### Metal 1, run 1

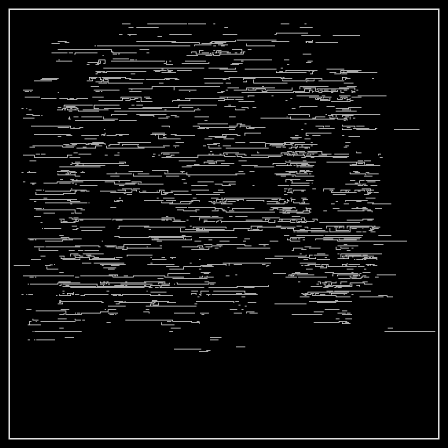
### Signal wires on met2, run 1

Bar = 50 um.
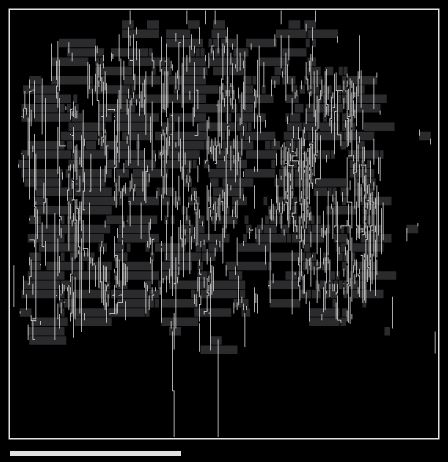
### The metal 3 layer, run 1

Bar = 50 um.
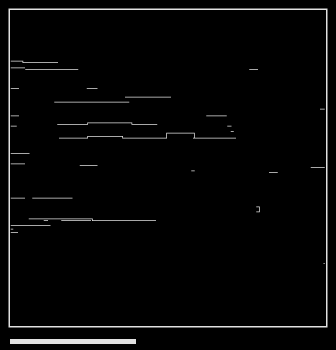
--- config.mk ---
export PLATFORM = sky130hd
export DESIGN_NAME = response_uart_tx
export DESIGN_NICKNAME = d
export VERILOG_FILES = /design/src/rtl/response_uart_tx.sv
export SDC_FILE = /design/constraint.sdc
export NUM_CORES = 1
export LEC_CHECK = 0
export ABC_AREA = 1
export CAP_MARGIN = 15
export CORE_MARGIN = 2
export CORE_UTILIZATION = 35
export CTS_CLUSTER_DIAMETER = 200
export DETAILED_ROUTE_END_ITERATION = 12
export PLACE_DENSITY = 0.65
export REMOVE_ABC_BUFFERS = 1
export SKIP_LAST_GASP = 1
export SYNTH_ARGS = -nofsm -noshare
export SYNTH_HDL_FRONTEND = slang
export SYNTH_SLANG_ARGS = --single-unit
--- constraint.sdc ---
create_clock -name clock -period 2.3 [get_ports clock]
set_input_delay 0.345 -clock clock [delete_from_list [all_inputs] [get_ports clock]]
set_output_delay 0.345 -clock clock [all_outputs]
set_load 0.05 [all_outputs]
--- src/rtl/response_uart_tx.sv ---
// response_uart_tx: queues decoder {code, value} pairs and sends each
// pair as two back-to-back 8N1 UART frames, code byte first.
module response_uart_tx #(
  parameter int CLKS_PER_BIT = 5208,
  parameter int FIFO_DEPTH   = 4
) (
  input  logic       clock,
  input  logic       reset_n,
  input  logic       finished,
  input  logic [7:0] response_code,
  input  logic [7:0] response,
  output logic       tx,
  output logic       busy,
  output logic       overflow
);

  localparam int BW = $clog2(CLKS_PER_BIT);
  localparam int PW = $clog2(FIFO_DEPTH);
  localparam int CW = PW + 1;
  localparam logic [BW-1:0] BAUD_MAX = BW'(CLKS_PER_BIT - 1);
  localparam logic [CW-1:0] DEPTH_C  = CW'(FIFO_DEPTH);

  typedef enum logic [1:0] {
    IDLE,
    START,
    DATA,
    STOP
  } state_e;

  state_e        state_q, state_d;
  logic          finished_q;
  logic [PW-1:0] wr_ptr_q, wr_ptr_d;
  logic [PW-1:0] rd_ptr_q, rd_ptr_d;
  logic [CW-1:0] count_q, count_d;
  logic [15:0]   hold_q, hold_d;
  logic          byte_sel_q, byte_sel_d;
  logic [2:0]    bit_idx_q, bit_idx_d;
  logic [BW-1:0] baud_q, baud_d;
  logic          tx_q, tx_d;
  logic          busy_q, busy_d;
  logic          ovf_q, ovf_d;

  logic [15:0]   mem [FIFO_DEPTH];

  logic          push, pop, wr_en;
  logic          full, empty, baud_end;
  logic [7:0]    cur_byte;

  always_comb begin
    push     = finished & ~finished_q;
    full     = (count_q == DEPTH_C);
    empty    = (count_q == '0);
    baud_end = (baud_q == BAUD_MAX);
    cur_byte = byte_sel_q ? hold_q[7:0] : hold_q[15:8];

    state_d    = state_q;
    byte_sel_d = byte_sel_q;
    bit_idx_d  = bit_idx_q;
    baud_d     = baud_q;
    tx_d       = tx_q;
    pop        = 1'b0;

    unique case (state_q)
      IDLE: begin
        tx_d = 1'b1;
        if (!empty) begin
          pop        = 1'b1;
          state_d    = START;
          byte_sel_d = 1'b0;
          baud_d     = '0;
          tx_d       = 1'b0;
        end
      end
      START: begin
        if (baud_end) begin
          state_d   = DATA;
          bit_idx_d = '0;
          baud_d    = '0;
          tx_d      = cur_byte[0];
        end else begin
          baud_d = baud_q + BW'(1);
        end
      end
      DATA: begin
        if (baud_end) begin
          baud_d = '0;
          if (bit_idx_q == 3'd7) begin
            state_d = STOP;
            tx_d    = 1'b1;
          end else begin
            bit_idx_d = bit_idx_q + 3'd1;
            tx_d      = cur_byte[bit_idx_q + 3'd1];
          end
        end else begin
          baud_d = baud_q + BW'(1);
        end
      end
      STOP: begin
        if (baud_end) begin
          baud_d = '0;
          if (!byte_sel_q) begin
            byte_sel_d = 1'b1;
            state_d    = START;
            tx_d       = 1'b0;
          end else if (!empty) begin
            // chain the next pair straight off this stop bit
            pop        = 1'b1;
            byte_sel_d = 1'b0;
            state_d    = START;
            tx_d       = 1'b0;
          end else begin
            state_d = IDLE;
            tx_d    = 1'b1;
          end
        end else begin
          baud_d = baud_q + BW'(1);
        end
      end
      default: begin
        state_d = IDLE;
        tx_d    = 1'b1;
      end
    endcase

    hold_d = pop ? mem[rd_ptr_q] : hold_q;

    // a full FIFO still takes a push when a pop frees the slot
    wr_en = push & (~full | pop);
    ovf_d = push & full & ~pop;

    wr_ptr_d = wr_en ? wr_ptr_q + PW'(1) : wr_ptr_q;
    rd_ptr_d = pop ? rd_ptr_q + PW'(1) : rd_ptr_q;

    count_d = count_q;
    unique case (1'b1)
      (wr_en & ~pop): count_d = count_q + CW'(1);
      (pop & ~wr_en): count_d = count_q - CW'(1);
      default:        count_d = count_q;
    endcase

    busy_d = (state_d != IDLE) | (count_d != '0);
  end

  always_ff @(posedge clock) begin
    if (wr_en) mem[wr_ptr_q] <= {response_code, response};
  end

  always_ff @(posedge clock or negedge reset_n) begin
    if (!reset_n) begin
      state_q    <= IDLE;
      finished_q <= 1'b0;
      wr_ptr_q   <= '0;
      rd_ptr_q   <= '0;
      count_q    <= '0;
      hold_q     <= '0;
      byte_sel_q <= 1'b0;
      bit_idx_q  <= '0;
      baud_q     <= '0;
      tx_q       <= 1'b1;
      busy_q     <= 1'b0;
      ovf_q      <= 1'b0;
    end else begin
      state_q    <= state_d;
      finished_q <= finished;
      wr_ptr_q   <= wr_ptr_d;
      rd_ptr_q   <= rd_ptr_d;
      count_q    <= count_d;
      hold_q     <= hold_d;
      byte_sel_q <= byte_sel_d;
      bit_idx_q  <= bit_idx_d;
      baud_q     <= baud_d;
      tx_q       <= tx_d;
      busy_q     <= busy_d;
      ovf_q      <= ovf_d;
    end
  end

  assign tx       = tx_q;
  assign busy     = busy_q;
  assign overflow = ovf_q;

endmodule

==> datasheet_impl.txt, run 1 <==
Summary of implementation characteristics

Parameter                              Value

Logic synthesis
  Number of synthesized register bits .................. 110
  Most numerous cell in the Yosys netlist .................. sky130_fd_sc_hd__nor2_1
  Synthesized chip area reported by yosys .................. 0.00515 mm^2
  Most common library cells after synthesis .................. 75 x sky130_fd_sc_hd__nor2_1, 65 x sky130_fd_sc_hd__nand2_1, 64 x sky130_fd_sc_hd__edfxtp_1
  Number of distinct library cell variants in the gate-level netlist after synthesis .................. 36
  Number of enable-type register cells in the synthesized netlist .................. 64
  Post-synthesis cell area .................. 0.00515 mm^2
  Sequential area share after synthesis .................. 59.7%

Setup path
  Data required time at the worst endpoint .................. between 2 and 2.5 ns
  Critical path origin .................. baud_q[0]
  Kind of start point of the critical path .................. flip-flop
  Arrival time of the worst setup path .................. 2.25 ns
  Reg2Reg Launch Point .................. baud_q[0]

CTS
  Cts bufs inserted .................. 9
  CTS clock-pin slew for the worst setup and hold paths .................. 0.07 ns
  Number of buffers added for setup after CTS .................. 0
  Number of resized instances in the post-cts repair step .................. 0
  Maximum count of clock buffers along a single path .................. 2
  Skew-Pair Late Insertion Delay .................. 0.34 ns
  Clk sink count .................. around 110

Die
  Overall chip area .................. 0.0157 mm^2
  Die extent in y .................. around 130 um
  Effective utilization at floorplan .................. 35.6%
  Rows .................. 44
  Core outline area .................. roughly 0.014 mm^2

Final layout
  Antenna Diode Count .................. 0
  Comb area .................. 0.00177 mm^2
  Final cell area excluding filler cells .................. 0.00600 mm^2
  Layout cell share with drive strength beyond 1 .................. 14.8%
  Final nets .................. 556
  Sequential cell area .................. between 0.003 and 0.004 mm^2

Global routing
  GRT overflow .................. 0
  Pin count of the biggest net entering global routing .................. 34
  Met3 global-route usage .................. 2.95%
  Initial antenna violation count .................. 0
  Total Routing Usage GR .................. 13.0%
  Vias in the first global route .................. 3517
  GR met2 Demand/Resource .................. 23.0%
  Met1 usage .................. between 10% and 20%
  Most congested layer reported by global routing .................. met2
  Wire length of the first global-routing pass .................. about 17000 um

Route
  Post-route antenna net violation count .................. 0
  Wirelength per Cell .................. 13.5 um
  Via-to-Cell Ratio .................. 4.94
  Drt drc .................. 0
  Starting DRT DRC Count .................. between 200 and 250
  Pre-Repair DR Iteration Count .................. 4

Power
  Worst supply voltage drop on vdd .................. 522 uV
  Power density relative to cell area .................. 731 mW/mm^2

Timing
  Final hold violation count .................. 0
  Setup TNS .................. 0 ns
  Tightest slew margin relative to the limit .................. between 50% and 60%
  Achievable Freq .................. 455 MHz
  Pins over their slew limit .................. 0
  Number of setup violations in the final report .................. 0
  Hold Worst Slack .................. 0.0311 ns
  Post-layout period usage of the worst path .................. 95.5%

Outcome
  Result of the run .................. complete, no violations

Placed design
  Placer Congestion .................. 0.853
  Placement-stage cell area .................. approximately 0.0057 mm^2

Flow run
  Number of OpenROAD warnings .................. 33
  Total of max-cap violations .................. 0

Worst hold path
  Min-Delay Path Class .................. primary input to asynchronous set/reset pin
About 'Metal 1':
main direction	horizontal
wire length on this layer	4440 um

About 'Signal wires on met2':
share of all routed wire	49%
wire length on this layer	4720 um
nets with wire on the layer	446

About 'The metal 3 layer':
share of all routed wire	3.9%
main direction	horizontal
longest straight run	29.4 um
wire length on this layer	372 um
nets with wire on the layer	26

[run 1: final timing paths]
check                      slack, ns           end  cells after the start
max reg2reg                     0.10    mem[1][10]                     13
min                             0.03     baud_q[7]                      1
min in group clock              0.48    finished_q                      1
max                             0.10    mem[1][10]                     13
max in group asynchronous       1.67     hold_q[7]                      2
min reg2reg                     0.50  bit_idx_q[2]                      2
[run 1: flip-flops by register name, indices dropped and copies added (netlist names)]
register    cells
finished_q      1
state_q         2
wr_ptr_q        2
baud_q         13
count_q         3
rd_ptr_q        2
mem            64
byte_sel_q      1
overflow        1
busy            1
tx              1
hold_q         16
bit_idx_q       3
[run 1: worst max-delay path: stages, from the launching register on]
cell,delay [ns]
sky130_fd_sc_hd__dfrtp_1,0.37
sky130_fd_sc_hd__ha_2,0.20
sky130_fd_sc_hd__nand2_1,0.08
sky130_fd_sc_hd__nor2_1,0.10
sky130_fd_sc_hd__nand2_1,0.09
sky130_fd_sc_hd__nor2_4,0.12
sky130_fd_sc_hd__nand2_2,0.07
sky130_fd_sc_hd__nand2_4,0.06
sky130_fd_sc_hd__buf_4,0.13
sky130_fd_sc_hd__nand2_4,0.05
sky130_fd_sc_hd__nand2_1,0.09
sky130_fd_sc_hd__nand2_2,0.12
sky130_fd_sc_hd__nor2_1,0.21
sky130_fd_sc_hd__buf_12,0.20
[run 1: where the power goes]
part	switching, uW	internal [uW]	total (uW)
combinational	313	206	519
clock	694	852	1550
sequential	65.7	2260	2320
[run 1: layer usage]
metal,routed length (um),up-vias
li1,-,1728
met1,4440,1731
met2,4720,50
met3,371,7
met4,68,0
met5,0,-
[run 1: cell families (layout without fill, tap and decap cells)]
kind of cell | count (synthesis) | after routing | share of synthesized area, %
AOI/OAI and AO/OA | 87 | 87 | 10.8
xor gates and xnor gates | 3 | 3 | 0.510
adders and majority gates | 13 | 13 | 3.30
buffers and inverters | 74 | 114 | 6.29
DFF | 110 | 110 | 59.7
muxes | 5 | 5 | 1.46
and+or+nand+nor | 196 | 196 | 17.9
[run 1: through the flow]
stage	power [uW]	setup slack [ns]
3_3_place_gp	2850	0.0575
5_1_grt	4590	-0.0578
6_report	4390	0.103
2_1_floorplan	2640	-0.454
4_1_cts	4410	0.000972
3_5_place_dp	2860	-0.0327
[run 1: cell type report]
| class | instances | share of cell area [%] |
|---|---|---|
| timing repair buffer | 40 | 6.84 |
| clock buffer | 9 | 3.76 |
| multi-input combinational | 304 | 29.4 |
| clock inverter | 6 | 1.17 |
| sequential | 110 | 51.3 |
| tap | 184 | 3.84 |
| inverter | 59 | 3.69 |
--- run 2 (diff from run 1) ---
--- a/config.mk
+++ b/config.mk
@@ -14,6 +14,7 @@
 export PLACE_DENSITY = 0.65
 export REMOVE_ABC_BUFFERS = 1
 export SKIP_LAST_GASP = 1
+export SLEW_MARGIN = 30
 export SYNTH_ARGS = -nofsm -noshare
 export SYNTH_HDL_FRONTEND = slang
 export SYNTH_SLANG_ARGS = --single-unit
==> run 2 against run 1 <==
Compared with the run above: count of clock-buffer cells in the layout unchanged; final cell count unchanged; core utilization unchanged; register-to-register slack about the same; fmax unchanged; sequential power about the same; design area unchanged; wire length unchanged.
==> datasheet_impl.txt, run 2 <==
Summary of implementation characteristics

Parameter                              Value

Outcome
  Result of the run .................. complete, no violations

Final layout
  Final nets .................. between 500 and 600
  Comb area .................. 0.00177 mm^2
  Fill cell count .................. between 1000 and 1500
  Layout cell share with drive strength beyond 1 .................. 14.8%
  Area Growth Syn to Fin .................. 16.5%
  Antenna Diode Count .................. 0
  Register bank with the most flops .................. mem
  Sequential cell area .................. 0.00307 mm^2
  Flip-flop count of the largest register after layout .................. 64
  Largest registers .................. mem x64, hold_q x16, baud_q x13

Power
  Worst supply voltage drop on vdd .................. 522 uV
  Power density relative to cell area .................. 731 mW/mm^2
  Post-layout total power .................. 4390 uW

Flow run
  Number of OpenROAD warnings .................. 33
  Total of max-cap violations .................. 0

Route
  Post-route antenna net violation count .................. 0
  Via-to-Cell Ratio .................. 4.94
  Pre-Repair DR Iteration Count .................. 4
  Starting DRT DRC Count .................. approximately 240
  Drt drc .................. 0
  Total vias in the final route .................. 3516
  Wirelength per Cell .................. 13.5 um

Logic synthesis
  Sequential area share after synthesis .................. 59.7%
  Most common library cells after synthesis .................. 75 x sky130_fd_sc_hd__nor2_1, 65 x sky130_fd_sc_hd__nand2_1, 64 x sky130_fd_sc_hd__edfxtp_1
  Warnings from Yosys .................. 0
  Number of enable-type register cells in the synthesized netlist .................. ~64
  Number of distinct library cell variants in the gate-level netlist after synthesis .................. 36
  Most numerous cell in the Yosys netlist .................. sky130_fd_sc_hd__nor2_1
  Xor/xnor cell area share of the yosys netlist .................. 0.510%
  Synth area leaders .................. sky130_fd_sc_hd__edfxtp_1 37%, sky130_fd_sc_hd__dfrtp_1 22%, sky130_fd_sc_hd__nor2_1 5.5%
  Synth top area share .................. 37.3%
  Mux contribution to synthesized area .................. between 1 and 1.5%
  Synthesized-area fraction occupied by ao, oa, aoi and oai cells .................. 10.8%
  Top non-seq family .................. simple AND/OR/NAND/NOR gates
  Number of synthesized register bits .................. 110
  Syn Area/Cell .................. between 10 and 15 um^2
  Post-synthesis cell area .................. around 0.005 mm^2
  Synthesized chip area reported by yosys .................. 0.00515 mm^2
  Post-Synth Simple-Gate Area .................. 17.9%
  Area fraction in full adders, half adders and majority gates .................. roughly 3.3%

CTS
  H-tree levels .................. 3
  Cts bufs inserted .................. 9
  Clk sink count .................. 110
  TritonCTS clock tree .................. built
  Skew-Pair Late Insertion Delay .................. 0.34 ns
  Hold buffer count at cts .................. 0
  Maximum count of clock buffers along a single path .................. 2
  Master cell of the clock root buffer .................. sky130_fd_sc_hd__clkbuf_16
  CTS clock-pin slew for the worst setup and hold paths .................. 0.07 ns

Timing
  Final hold violation count .................. 0
  Pins over their slew limit .................. 0
  Setup TNS .................. 0 ns
  Tightest slew margin relative to the limit .................. 56.0%
  Setup repair after global routing missed its margin .................. true
  Post-layout period usage of the worst path .................. 95.5%
  Achievable Freq .................. 455 MHz
  Number of setup violations in the final report .................. 0

Setup path
  Data required time at the worst endpoint .................. around 2.4 ns
  Reg2Reg Launch Point .................. baud_q[0]
  Kind of start point of the critical path .................. flip-flop
  Worst r2r dst .................. mem[1][10]
  Setup CP Type .................. flip-flop to flip-flop
  CP Capture Point .................. mem[1][10]
  Worst Path Max Fanout .................. 16
  R2R Setup Slk .................. 0.10 ns
  Arrival time of the worst setup path .................. around 2.3 ns
  Worst Reg-to-Reg Cells .................. 13
  Critical path origin .................. baud_q[0]
  Crit path capture type .................. flip-flop

Worst hold path
  Min-Delay Path Class .................. primary input to asynchronous set/reset pin

Placed design
  Placer Congestion .................. 0.853
  Placed wire-length estimate .................. 6440 um

Global routing
  Initial antenna violation count .................. 0
  Pin count of the biggest net entering global routing .................. 34
  Total Routing Usage GR .................. 13.0%
  GRT overflow .................. 0
  Wire length of the first global-routing pass .................. about 17000 um
  Vias in the first global route .................. 3517

Die
  Die extent in y .................. 125 um
  Overall chip area .................. about 0.016 mm^2
  Width of the die .................. 125 um
  Core outline area .................. 0.0145 mm^2
  I/O pins .................. 22
  Rows .................. 44
  Effective utilization at floorplan .................. a little over a third
## run 2: cell counts in the layout (fill, tap and decap cells not counted)
Identical to the previous run, type by type.
## run 2: repair_timing
action,4_1_cts,5_1_grt
setup buffers,0,0
setup endpoints to repair,0,66
resized,0,4
## run 2: routing by layer
| layer | vias up | wire (um) | global-route usage, % |
|---|---|---|---|
| li1 | 1728 | - | - |
| met1 | 1731 | 4440 | 16.1 |
| met2 | 50 | 4720 | 23.0 |
| met3 | 7 | 371 | 2.95 |
| met4 | 0 | 68 | 3.14 |
| met5 | - | 0 | 0 |
## run 2: cells by family after synthesis
group	Yosys count
adder cells (fa/ha/maj)	13
XOR/XNOR	3
buffers and inverters	74
AND-OR/OR-AND	87
multiplexers	5
flip-flops	110
AND/OR/NAND/NOR	196
## run 2: per-stage QoR
step	util (%)	hold slack [ns]	cell area [um^2]	worst slack, ns
global route	41.4	0.0863	6000	-0.0578
finish	41.4	0.0311	6000	0.103
global placement	39.3	0.412	5690	0.0575
detailed placement	39.3	0.424	5690	-0.0327
CTS	41.3	0.0501	5980	0.000972
floorplan	-	0.0494	5050	-0.454
## run 2: area by class of cell
class                      instances  area share, %
sequential                       110           51.3
clock inverter                     6           1.17
tap                              184           3.84
inverter                          59           3.69
clock buffer                       9           3.76
multi-input combinational        304           29.4
timing repair buffer              40           6.84
## run 2: worst min-delay path by stage
stage | startpoint | endpoint | slack, ns | cells after the start
global route | reset_n | baud_q[8] | 0.09 | 1
floorplan | reset_n | baud_q[0] | 0.05 | 0
global placement | reset_n | baud_q[9] | 0.41 | 1
finish | reset_n | baud_q[7] | 0.03 | 1
detailed placement | reset_n | baud_q[8] | 0.42 | 1
CTS | reset_n | baud_q[8] | 0.05 | 1
## run 2: critical path, stage by stage (launching register included)
cell                      delay, ns
sky130_fd_sc_hd__dfrtp_1       0.37
sky130_fd_sc_hd__ha_2          0.20
sky130_fd_sc_hd__nand2_1       0.08
sky130_fd_sc_hd__nor2_1        0.10
sky130_fd_sc_hd__nand2_1       0.09
sky130_fd_sc_hd__nor2_4        0.12
sky130_fd_sc_hd__nand2_2       0.07
sky130_fd_sc_hd__nand2_4       0.06
sky130_fd_sc_hd__buf_4         0.13
sky130_fd_sc_hd__nand2_4       0.05
sky130_fd_sc_hd__nand2_1       0.09
sky130_fd_sc_hd__nand2_2       0.12
sky130_fd_sc_hd__nor2_1        0.21
sky130_fd_sc_hd__buf_12        0.20
## run 2: power by group
part	internal, uW	total, uW	switching, uW
combinational	206	519	313
sequential	2260	2320	65.7
clock	852	1550	694
total	3310	4390	1070
### The metal 3 layer, run 2

Bar = 50 um.
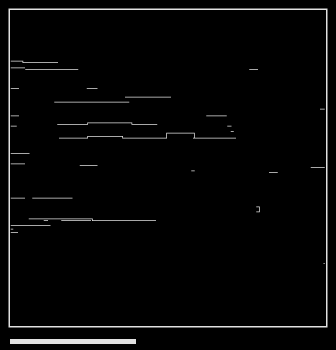
share of all routed wire	3.9%
nets with wire on the layer	26
wire length on this layer	372 um
main direction	horizontal
longest straight run	29.4 um

### Close-up of the layout, run 2

Bar = 5 um. Window x 21 to 41, y 84 to 104 um. Cells in grey, sequential cells in the stronger grey; small squares are vias.
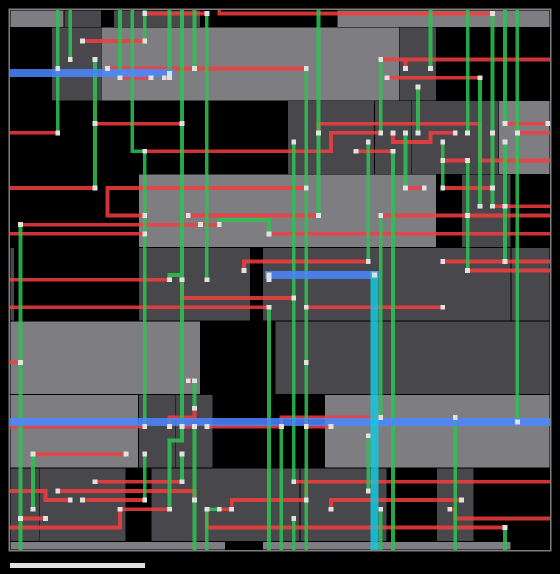
colour	layer
green	metal 2
red	metal 1
blue	metal 3
cyan	metal 4
most frequent	nor2_1 (5), edfxtp_1 (3)
cells with their middle in the window	20
netlist names of flops here include	mem (3), hold_q (1)
sequential cells in the window	4

--- run 3 (diff from run 2) ---
--- a/config.mk
+++ b/config.mk
@@ -11,8 +11,10 @@
 export CORE_UTILIZATION = 35
 export CTS_CLUSTER_DIAMETER = 200
 export DETAILED_ROUTE_END_ITERATION = 12
-export PLACE_DENSITY = 0.65
+export DONT_BUFFER_PORTS = 1
+export PLACE_DENSITY = 0.63
 export REMOVE_ABC_BUFFERS = 1
+export SETUP_SLACK_MARGIN = 0.05
 export SKIP_LAST_GASP = 1
 export SLEW_MARGIN = 30
 export SYNTH_ARGS = -nofsm -noshare
==> run 3 against run 2 <==
Compared with the run above: flip-flop count is the same; worst hold slack worse by 0.0075 ns; wire length rose by 0.71%; critical path depth grew 3; largest cell class unchanged; highest routed layer unchanged.
==> datasheet_impl.txt, run 3 <==
Summary of implementation characteristics

Parameter                              Value

Outcome
  Result of the run .................. complete, no violations

Die
  Width of the die .................. 125 um
  Rows .................. 44
  Die extent in y .................. 125 um
  I/O pins .................. 22
  Core outline area .................. approximately 0.014 mm^2
  Effective utilization at floorplan .................. between 30% and 40%

CTS
  TritonCTS clock tree .................. built
  CTS clock-pin slew for the worst setup and hold paths .................. 0.07 ns
  Maximum count of clock buffers along a single path .................. 2
  Cts bufs inserted .................. 9
  H-tree levels .................. 3
  Clk sink count .................. 110
  Skew-Pair Late Insertion Delay .................. 0.35 ns

Final layout
  Final nets .................. 545
  Layout cell share with drive strength beyond 1 .................. 19.7%
  Register bank with the most flops .................. mem
  Area Growth Syn to Fin .................. 15.9%
  Flip-flop count of the largest register after layout .................. 64
  Antenna Diode Count .................. 0
  Fill cell count .................. around 1400
  Comb area .................. 0.00183 mm^2
  Final cell area excluding filler cells .................. approximately 0.006 mm^2
  Sequential cell area .................. about 0.0031 mm^2

Setup path
  Data required time at the worst endpoint .................. 2.53 ns
  Most Frequent Cell on Critical Path .................. sky130_fd_sc_hd__nand2_2
  Count of buffering cells on the critical path with inverters included .................. 1
  Worst Path Max Fanout .................. 3
  Series of cell instances along the critical path .................. ha_4 > nand2_4 > nor2_2 > nand2_2 > nor2_4 > nand2_2 > nand2_4 > nand3_2 > inv_2 > fa_2 > xor2_2 > nand4_1 > nand2_1 > nand2_2 > a21oi_2 > nand2_1
  Critical path origin .................. baud_q[0]
  Largest delay contributor family on the critical path .................. simple AND/OR/NAND/NOR gates
  Worst Reg-to-Reg Cells .................. 16
  Delay of the slowest cell on the worst path .................. approximately 0.43 ns
  Reg2Reg Launch Point .................. baud_q[0]
  Worst r2r dst .................. busy
  Slowest-stage cell, CP .................. sky130_fd_sc_hd__dfrtp_1
  Setup CP Type .................. flip-flop to flip-flop
  Crit path capture type .................. flip-flop
  Kind of start point of the critical path .................. flip-flop

Logic synthesis
  Mux contribution to synthesized area .................. 1.46%
  Syn Area/Cell .................. 10.6 um^2
  Most numerous cell in the Yosys netlist .................. sky130_fd_sc_hd__nor2_1
  Post-synthesis cell area .................. between 0.005 and 0.006 mm^2
  Number of enable-type register cells in the synthesized netlist .................. 64
  Most common library cells after synthesis .................. 75 x sky130_fd_sc_hd__nor2_1, 65 x sky130_fd_sc_hd__nand2_1, 64 x sky130_fd_sc_hd__edfxtp_1
  Area fraction in full adders, half adders and majority gates .................. 3.30%
  Synth top area share .................. between 30% and 40%
  Synthesized chip area reported by yosys .................. between 0.005 and 0.006 mm^2
  Xor/xnor cell area share of the yosys netlist .................. 0.510%
  Sequential area share after synthesis .................. 59.7%
  Number of synthesized register bits .................. approximately 110

Route
  Total vias in the final route .................. approximately 3400
  Starting DRT DRC Count .................. 237
  Pre-Repair DR Iteration Count .................. 4

Timing
  Achievable Freq .................. 461 MHz
  Number of setup violations in the final report .................. 0
  Tightest slew margin relative to the limit .................. 57.8%
  Final hold violation count .................. 0
  Pins over their slew limit .................. 0
  Post-layout period usage of the worst path .................. 94.3%
  Setup repair after global routing missed its margin .................. true

Worst hold path
  Number of cells on the worst hold path .................. 0
  Worst Hold End .................. finished_q
  Min-Delay Path Class .................. primary input to flip-flop
  Origin of the worst min-delay path .................. finished

Flow run
  Total of max-cap violations .................. 0
  Number of OpenROAD warnings .................. 34

Power
  Worst supply voltage drop on vdd .................. 555 uV
  Post-layout total power .................. 4390 uW
  Power density relative to cell area .................. 735 mW/mm^2

Global routing
  Pin count of the biggest net entering global routing .................. 47
  Wire length of the first global-routing pass .................. around 17000 um
  Initial antenna violation count .................. 0
  GRT overflow .................. 0

Placed design
  Placer Congestion .................. ~0.85
  Placement-stage cell area .................. 0.00549 mm^2
  Pre-CTS WS .................. -0.0240 ns
-- run 3: cell count changes in the layout (fill, tap and decap cells not counted), sizes merged --
cell and change:
clkdlybuf4s50 -20, bufinv -1, clkinv +2, dlygate4sd3 +1, clkinvlp +1, buf +8, inv -1
-- run 3: worst reg2reg max path: stages (launching register included) --
cell and delay [ns]:
sky130_fd_sc_hd__dfrtp_1 0.43, sky130_fd_sc_hd__ha_4 0.19, sky130_fd_sc_hd__nand2_4 0.08, sky130_fd_sc_hd__nor2_2 0.04
sky130_fd_sc_hd__nand2_2 0.06, sky130_fd_sc_hd__nor2_4 0.05, sky130_fd_sc_hd__nand2_2 0.07, sky130_fd_sc_hd__nand2_4 0.05
sky130_fd_sc_hd__nand3_2 0.07, sky130_fd_sc_hd__inv_2 0.04, sky130_fd_sc_hd__fa_2 0.40, sky130_fd_sc_hd__xor2_2 0.18
sky130_fd_sc_hd__nand4_1 0.10, sky130_fd_sc_hd__nand2_1 0.08, sky130_fd_sc_hd__nand2_2 0.06, sky130_fd_sc_hd__a21oi_2 0.11
sky130_fd_sc_hd__nand2_1 0.06
-- run 3: how the worst max path moves through the flow --
stage                endpoint  cells past startpoint
floorplan           mem[0][0]                     11
global placement         busy                     15
detailed placement       busy                     15
CTS                 mem[0][2]                     13
global route             busy                     16
finish                   busy                     16
-- run 3: power by group --
group | total (uW) | internal [uW] | switching [uW]
Clock | 1520 | 769 | 753
Combinational | 537 | 211 | 327
Sequential | 2330 | 2260 | 73.3
Total | 4390 | 3230 | 1150
-- run 3: cell type report --
type                    instances  area share (%)
flip-flops and latches        110            51.5
multi-input cells             304            30.7
repair buffers                 29            5.14
well taps                     184            3.86
clock buffers                   9            3.77
inverters                      59            3.71
clock inverters                 7            1.28
-- run 3: logic make-up after synthesis --
group                      count (synthesis)
DFF                                      110
and+or+nand+nor                          196
AOI/OAI and AO/OA                         87
adders and majority gates                 13
xor gates and xnor gates                   3
buffers and inverters                     74
muxes                                      5
-- run 3: per-layer routing --
metal / vias up / GRT usage, % / part of all wire, %
met4: 0 / 2.55 / 0.72
met3: 7 / 3.72 / 4.4
met5: - / 0 / 0
met2: 60 / 22.9 / 51
li1: 1707 / - / -
met1: 1638 / 15.8 / 44
-- run 3: through the flow --
step / std cells / hold slack [ns]
final: 702 / 0.0237
after global routing: 702 / 0.00468
after CTS: 695 / 0.0120
after detailed placement: 677 / 0.0523
after global placement: 677 / 0.0520
after floorplan: 473 / 0.0494
-- run 3: what timing repair did --
item,4_1_cts,5_1_grt
buffers inserted,0,7
gates cloned,0,0
endpoints found under the setup margin,51,66
gates resized,4,22
hold buffers,2,0
endpoints found under the hold margin,46,0
pin swaps,0,6
### The metal 3 layer, run 3

Bar = 50 um.
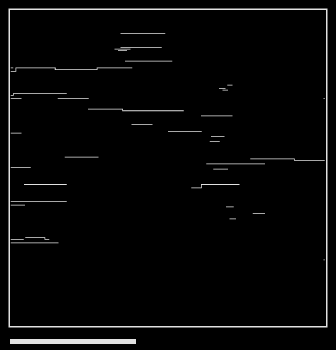
nets with wire on the layer	30
wire length on this layer	428 um
longest straight run	24.2 um
share of all routed wire	4.4%
main direction	horizontal

### Track usage over the die, run 3

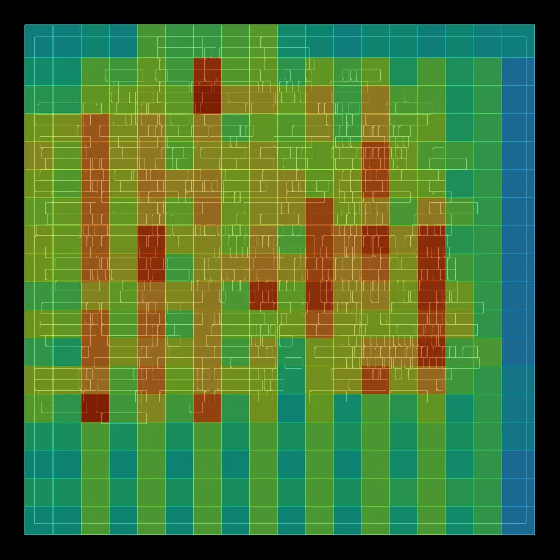
final core utilization: 41.2%
Wirelength per Cell: 13.8 um
most congested layer reported by global routing: met2
Total Routing Usage GR: 12.9%

Power and IR drop assume default switching activity.
